**src/rtl/bsg_cfg_shadow_commit.sv**
```systemverilog
// bsg_cfg_shadow_commit
// Purpose : staging front-end for a configuration register. Masked writes
//           build a shadow copy. A commit moves the shadow into a downstream
//           register as a single enable pulse, and only while the consumer
//           reports idle.
// Latency : a dirty commit raises commit_en_o 2 cycles after acceptance when
//           idle_i is already high. A clean commit raises commit_done_o
//           1 cycle after acceptance.
// Backpressure: w_ready_o and commit_ready_o are high only in IDLE with
//           discard_i low. While a commit is in flight, both writes and new
//           commits are stalled.
//
// Ports:
//   clk_i, reset_i    clock; asynchronous active-high reset
//   w_v_i/w_data_i/w_mask_i/w_ready_o
//                     masked shadow write (valid/ready)
//   commit_v_i/commit_ready_o
//                     commit request (valid/ready)
//   discard_i         revert the shadow to the committed value
//   idle_i            consumer quiescent; safe to reconfigure
//   commit_en_o/commit_data_o
//                     connect to en_i/data_i of the downstream register
//   commit_done_o     one-cycle pulse when a commit completes
//   commit_err_o      one-cycle pulse when a commit times out
//   shadow_o, committed_o, dirty_o, busy_o
//                     status outputs
module bsg_cfg_shadow_commit #(
  // Instantiators must always set width_p. The default exists only so
  // the module elaborates on its own.
  parameter int                 width_p     = 8,
  parameter logic [width_p-1:0] reset_val_p = '0,
  parameter int                 max_wait_p  = 16
) (
  input  logic               clk_i,
  input  logic               reset_i,
  input  logic               w_v_i,
  input  logic [width_p-1:0] w_data_i,
  input  logic [width_p-1:0] w_mask_i,
  output logic               w_ready_o,
  input  logic               commit_v_i,
  output logic               commit_ready_o,
  input  logic               discard_i,
  input  logic               idle_i,
  output logic               commit_en_o,
  output logic [width_p-1:0] commit_data_o,
  output logic               commit_done_o,
  output logic               commit_err_o,
  output logic [width_p-1:0] shadow_o,
  output logic [width_p-1:0] committed_o,
  output logic               dirty_o,
  output logic               busy_o
);

  localparam int CW = (max_wait_p < 1) ? 1 : $clog2(max_wait_p + 1);
  localparam logic [CW-1:0] LIMIT = CW'((max_wait_p > 0) ? (max_wait_p - 1) : 0);
  localparam bit TIMEOUT_EN = (max_wait_p > 0);

  typedef enum logic [1:0] {
    S_IDLE  = 2'd0,
    S_WAIT  = 2'd1,
    S_APPLY = 2'd2
  } state_e;

  state_e             r_state;
  state_e             w_state_nxt;
  logic [width_p-1:0] r_shadow;
  logic [width_p-1:0] r_mirror;
  logic [CW-1:0]      r_cnt;

  logic               w_in_idle;
  logic               w_in_wait;
  logic               w_in_apply;
  logic               w_ready;
  logic               w_wr_fire;
  logic               w_cm_fire;
  logic               w_timeout;
  logic [width_p-1:0] w_shadow_pw;

  assign w_in_idle  = (r_state == S_IDLE);
  assign w_in_wait  = (r_state == S_WAIT);
  assign w_in_apply = (r_state == S_APPLY);

  // Discard takes the cycle, so it blocks writes and commits through ready.
  assign w_ready   = w_in_idle & ~discard_i;
  assign w_wr_fire = w_v_i & w_ready;
  assign w_cm_fire = commit_v_i & w_ready;

  // The commit decision uses this post-write value. A write and a commit in
  // the same cycle therefore behave as if the write came first.
  assign w_shadow_pw = w_wr_fire ? ((r_shadow & ~w_mask_i) | (w_data_i & w_mask_i))
                                 : r_shadow;

  assign w_timeout = TIMEOUT_EN && (r_cnt == LIMIT);

  // ---------------------------------------------------------------------
  // FSM: state register
  // ---------------------------------------------------------------------
  always_ff @(posedge clk_i or posedge reset_i) begin
    if (reset_i) begin
      r_state <= S_IDLE;
    end else begin
      r_state <= w_state_nxt;
    end
  end

  // ---------------------------------------------------------------------
  // FSM: next-state logic
  // ---------------------------------------------------------------------
  always_comb begin
    w_state_nxt = r_state;
    case (r_state)
      S_IDLE: begin
        if (w_cm_fire) begin
          // A clean commit skips the idle handshake. It still produces
          // done, but it does not produce an enable pulse.
          w_state_nxt = (w_shadow_pw != r_mirror) ? S_WAIT : S_APPLY;
        end
      end
      S_WAIT: begin
        // Priority order: discard, then idle, then timeout.
        if (discard_i) begin
          w_state_nxt = S_IDLE;
        end else if (idle_i) begin
          w_state_nxt = S_APPLY;
        end else if (w_timeout) begin
          w_state_nxt = S_IDLE;
        end
      end
      S_APPLY: w_state_nxt = S_IDLE;
      default: w_state_nxt = S_IDLE;
    endcase
  end

  // ---------------------------------------------------------------------
  // FSM: outputs
  // ---------------------------------------------------------------------
  always_comb begin
    w_ready_o      = w_ready;
    commit_ready_o = w_ready;
    busy_o         = ~w_in_idle;
    commit_done_o  = w_in_apply;
    commit_en_o    = w_in_apply & dirty_o;
    commit_err_o   = w_in_wait & ~discard_i & ~idle_i & w_timeout;
  end

  // ---------------------------------------------------------------------
  // Shadow, mirror and wait counter
  // ---------------------------------------------------------------------
  always_ff @(posedge clk_i or posedge reset_i) begin
    if (reset_i) begin
      r_shadow <= reset_val_p;
    end else if (discard_i && !w_in_apply) begin
      r_shadow <= r_mirror;
    end else begin
      r_shadow <= w_shadow_pw;
    end
  end

  always_ff @(posedge clk_i or posedge reset_i) begin
    if (reset_i) begin
      r_mirror <= reset_val_p;
    end else if (w_in_apply) begin
      r_mirror <= r_shadow;
    end
  end

  always_ff @(posedge clk_i or posedge reset_i) begin
    if (reset_i) begin
      r_cnt <= '0;
    end else if (w_in_idle && w_cm_fire) begin
      r_cnt <= '0;
    end else if (TIMEOUT_EN && w_in_wait && !discard_i && !idle_i && !w_timeout) begin
      r_cnt <= r_cnt + CW'(1);
    end
  end

  assign shadow_o      = r_shadow;
  assign committed_o   = r_mirror;
  assign commit_data_o = r_shadow;
  assign dirty_o       = (r_shadow != r_mirror);

endmodule

```
**config.mk**
```make
export PLATFORM = sky130hd
export DESIGN_NAME = bsg_cfg_shadow_commit
export DESIGN_NICKNAME = d
export VERILOG_FILES = /design/src/rtl/bsg_cfg_shadow_commit.sv
export SDC_FILE = /design/constraint.sdc
export NUM_CORES = 1
export LEC_CHECK = 0
export CAP_MARGIN = 20
export CORE_MARGIN = 8
export CORE_UTILIZATION = 41
export CTS_CLUSTER_DIAMETER = 120
export DETAILED_ROUTE_END_ITERATION = 8
export GPL_TIMING_DRIVEN = 0
export HOLD_SLACK_MARGIN = 0.15
export PLACE_DENSITY = 0.89
export SYNTH_ARGS = -nofsm -noshare
export SYNTH_HDL_FRONTEND = slang
export SYNTH_SLANG_ARGS = --single-unit
```
**constraint.sdc**
```tcl
create_clock -name clk_i -period 2.2 [get_ports clk_i]
set_clock_uncertainty 0.15 [all_clocks]
set_input_delay 0.22 -clock clk_i [delete_from_list [all_inputs] [get_ports clk_i]]
set_output_delay 0.22 -clock clk_i [all_outputs]
set_load 0.01 [all_outputs]
```
==> notes.md <==
fresh numbers from the pnr run: most common cell in the netlist=dfrtp_1, worst path bufs/invs=0, row cnt=22, number of non-clock inverters=6, Starting DRT DRC Count=59, Highest Signal Layer=met4, Non-clock buffers=77, pin count of the biggest net entering global routing=24, Top Consumer=combinational logic, Max-area cell share=37.95%, Post-Route Utilization=63.36%, Main area contributors=dfrtp_1, xor2_1, mux2i_1, buf_4, nand2_1, Yosys warning count=0, Cell Count Post-Placement=265, TNS Setup=-0.06995 ns, R2R setup slack=-0.07 ns, Hold Violations, Final=0, worst-path cell with the longest stage delay=or4b_4, flop share of the area=25.47%, GRT overflow=0, die width=76.82 um, Crit. Startpoint=r_state[0]$_DFFE_PP0P_, Primary FF master, synth=dfrtp_1, Leakage Power=1.017 nW, flop count=23, nets=255, first-pass GRT wire length=7196 um, placed instance area=0.002097 mm2, number of antenna repair diodes=0, Routed Antenna Nets=0, Syn Inst Count=165, # Cells Yosys=165, Die H=76.82 um, xor+xnor area frac=6.931%, fmax=440.5 MHz, Tot Pwr=2.782 mW, failing checks=negative setup slack, WHS=0.2765 ns, Starting Density=42.05%, clock power share=9.7%, CTS Buffer Depth=2, Async S/R FF share, synth=100.0%, worst slack, placed=-0.5321 ns, Yosys chip area=0.001516 mm2, clock network area share=2.026%, Max FO, Critical Path=7, Sw Share=39.41%, Detail Placement HPWL=3156 um, Fillers=304, and+or+nand+nor area frac=22.44%, n_taps=48, DRC viols=0, met3 WL=234 um, WL met1=1796 um, Crit Path Class=register to register, count of final setup violators=1, Seq. pwr=0.821 mW, H-tree levels=1, I/O Buffers=52, Switch Pwr=1.096 mW, core area=0.003606 mm2, post-synthesis sequential area ratio=37.95%, Synth Cell Area=0.001516 mm2, CP required=2.20 ns, CP max stage delay=0.63 ns, clock slew at reported path FFs=0.09 ns, r2r startpoint=r_state[0]$_DFFE_PP0P_, Setup Fix Bufs, Post-CTS=7, status=finished, violations left, Yosys top cell by area=dfrtp_1, full die area=0.005901 mm2, most frequent cells in the layout=clkdlybuf4s50_1, buf_4, nand2_1, PnR worst setup slack=-0.06995 ns, top cells by count, synth=dfrtp_1, nand2_1, nor2_1, xor2_1, buf_4, ao+oa area frac=13.28%, Area Overhead vs Synth=50.66%, vias in the first global route=1573, Adder Share, Synth=1.650%, Insertion Delay late pin=0.27 ns, drt pass-1 iters=4, flip-flops with a built-in enable=0, Critical Path End=r_state[0]$_DFFE_PP0P_, CP arrival=2.27 ns, Critical Path End Type=register, share of cells above drive strength 1=24.35%, sequential cell area=581.8 um2, comb area leader=simple AND/OR/NAND/NOR gates, Final period util=103.2%, crit-path leading delay family=simple AND/OR/NAND/NOR gates, Registers, synthesis=23, worst slew pin tran=0.8880 ns, Pint=1.686 mW, HP Class=primary input to async pin, Logic pwr share=60.8%, clk_buf instances=3
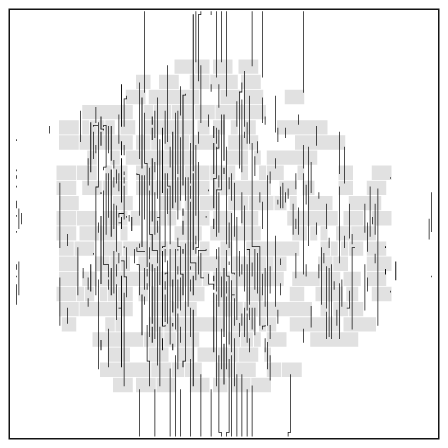
m2.png
Cells faint in the background.
longest straight run = 28.0 um
main direction = vertical
vias: 1480
met2 GRT Util: 26.00%

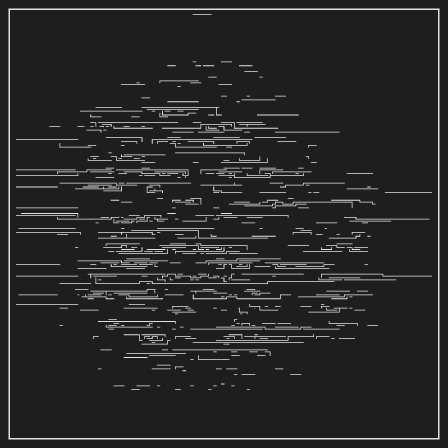
m1.png
longest straight run = 20.7 um
nets with wire on the layer = 228
wire length on this layer = 1800 um
met1 GRT Util: 16.47%
DRT Wirelength: 4365 um

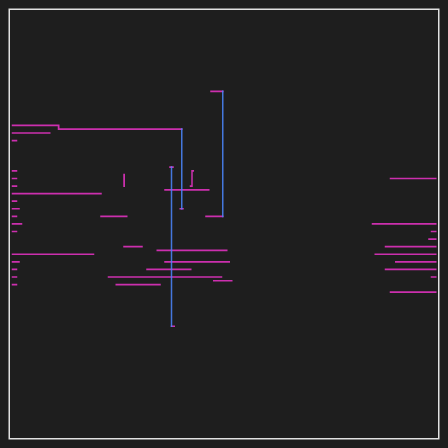
layers.png
Only two layers are drawn.
magenta -> M3  # wire length 235 um
blue -> M4  # wire length 65.3 um
Total Routing Usage GR: 14.65%
routed length per placed instance: 15.70 um

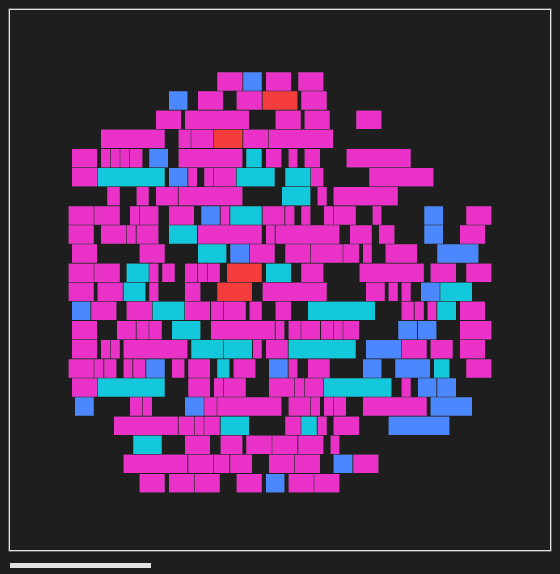
sizing.png
Scale bar: 20 um.
blue -> x3 and x4  # cells 26, share 11%
red -> x6 and larger  # cells 4, share 1.7%
cyan -> x2  # cells 26, share 11%
magenta -> x1 and smaller  # cells 174, share 76%

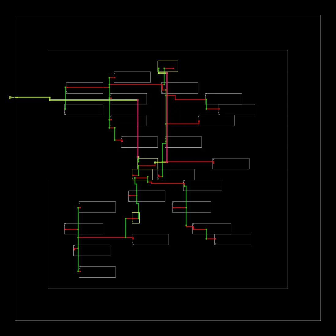
clock_nets.png
Num CTS Buffers: 3
TritonCTS Sinks: 23

Power and IR drop assume default switching activity.
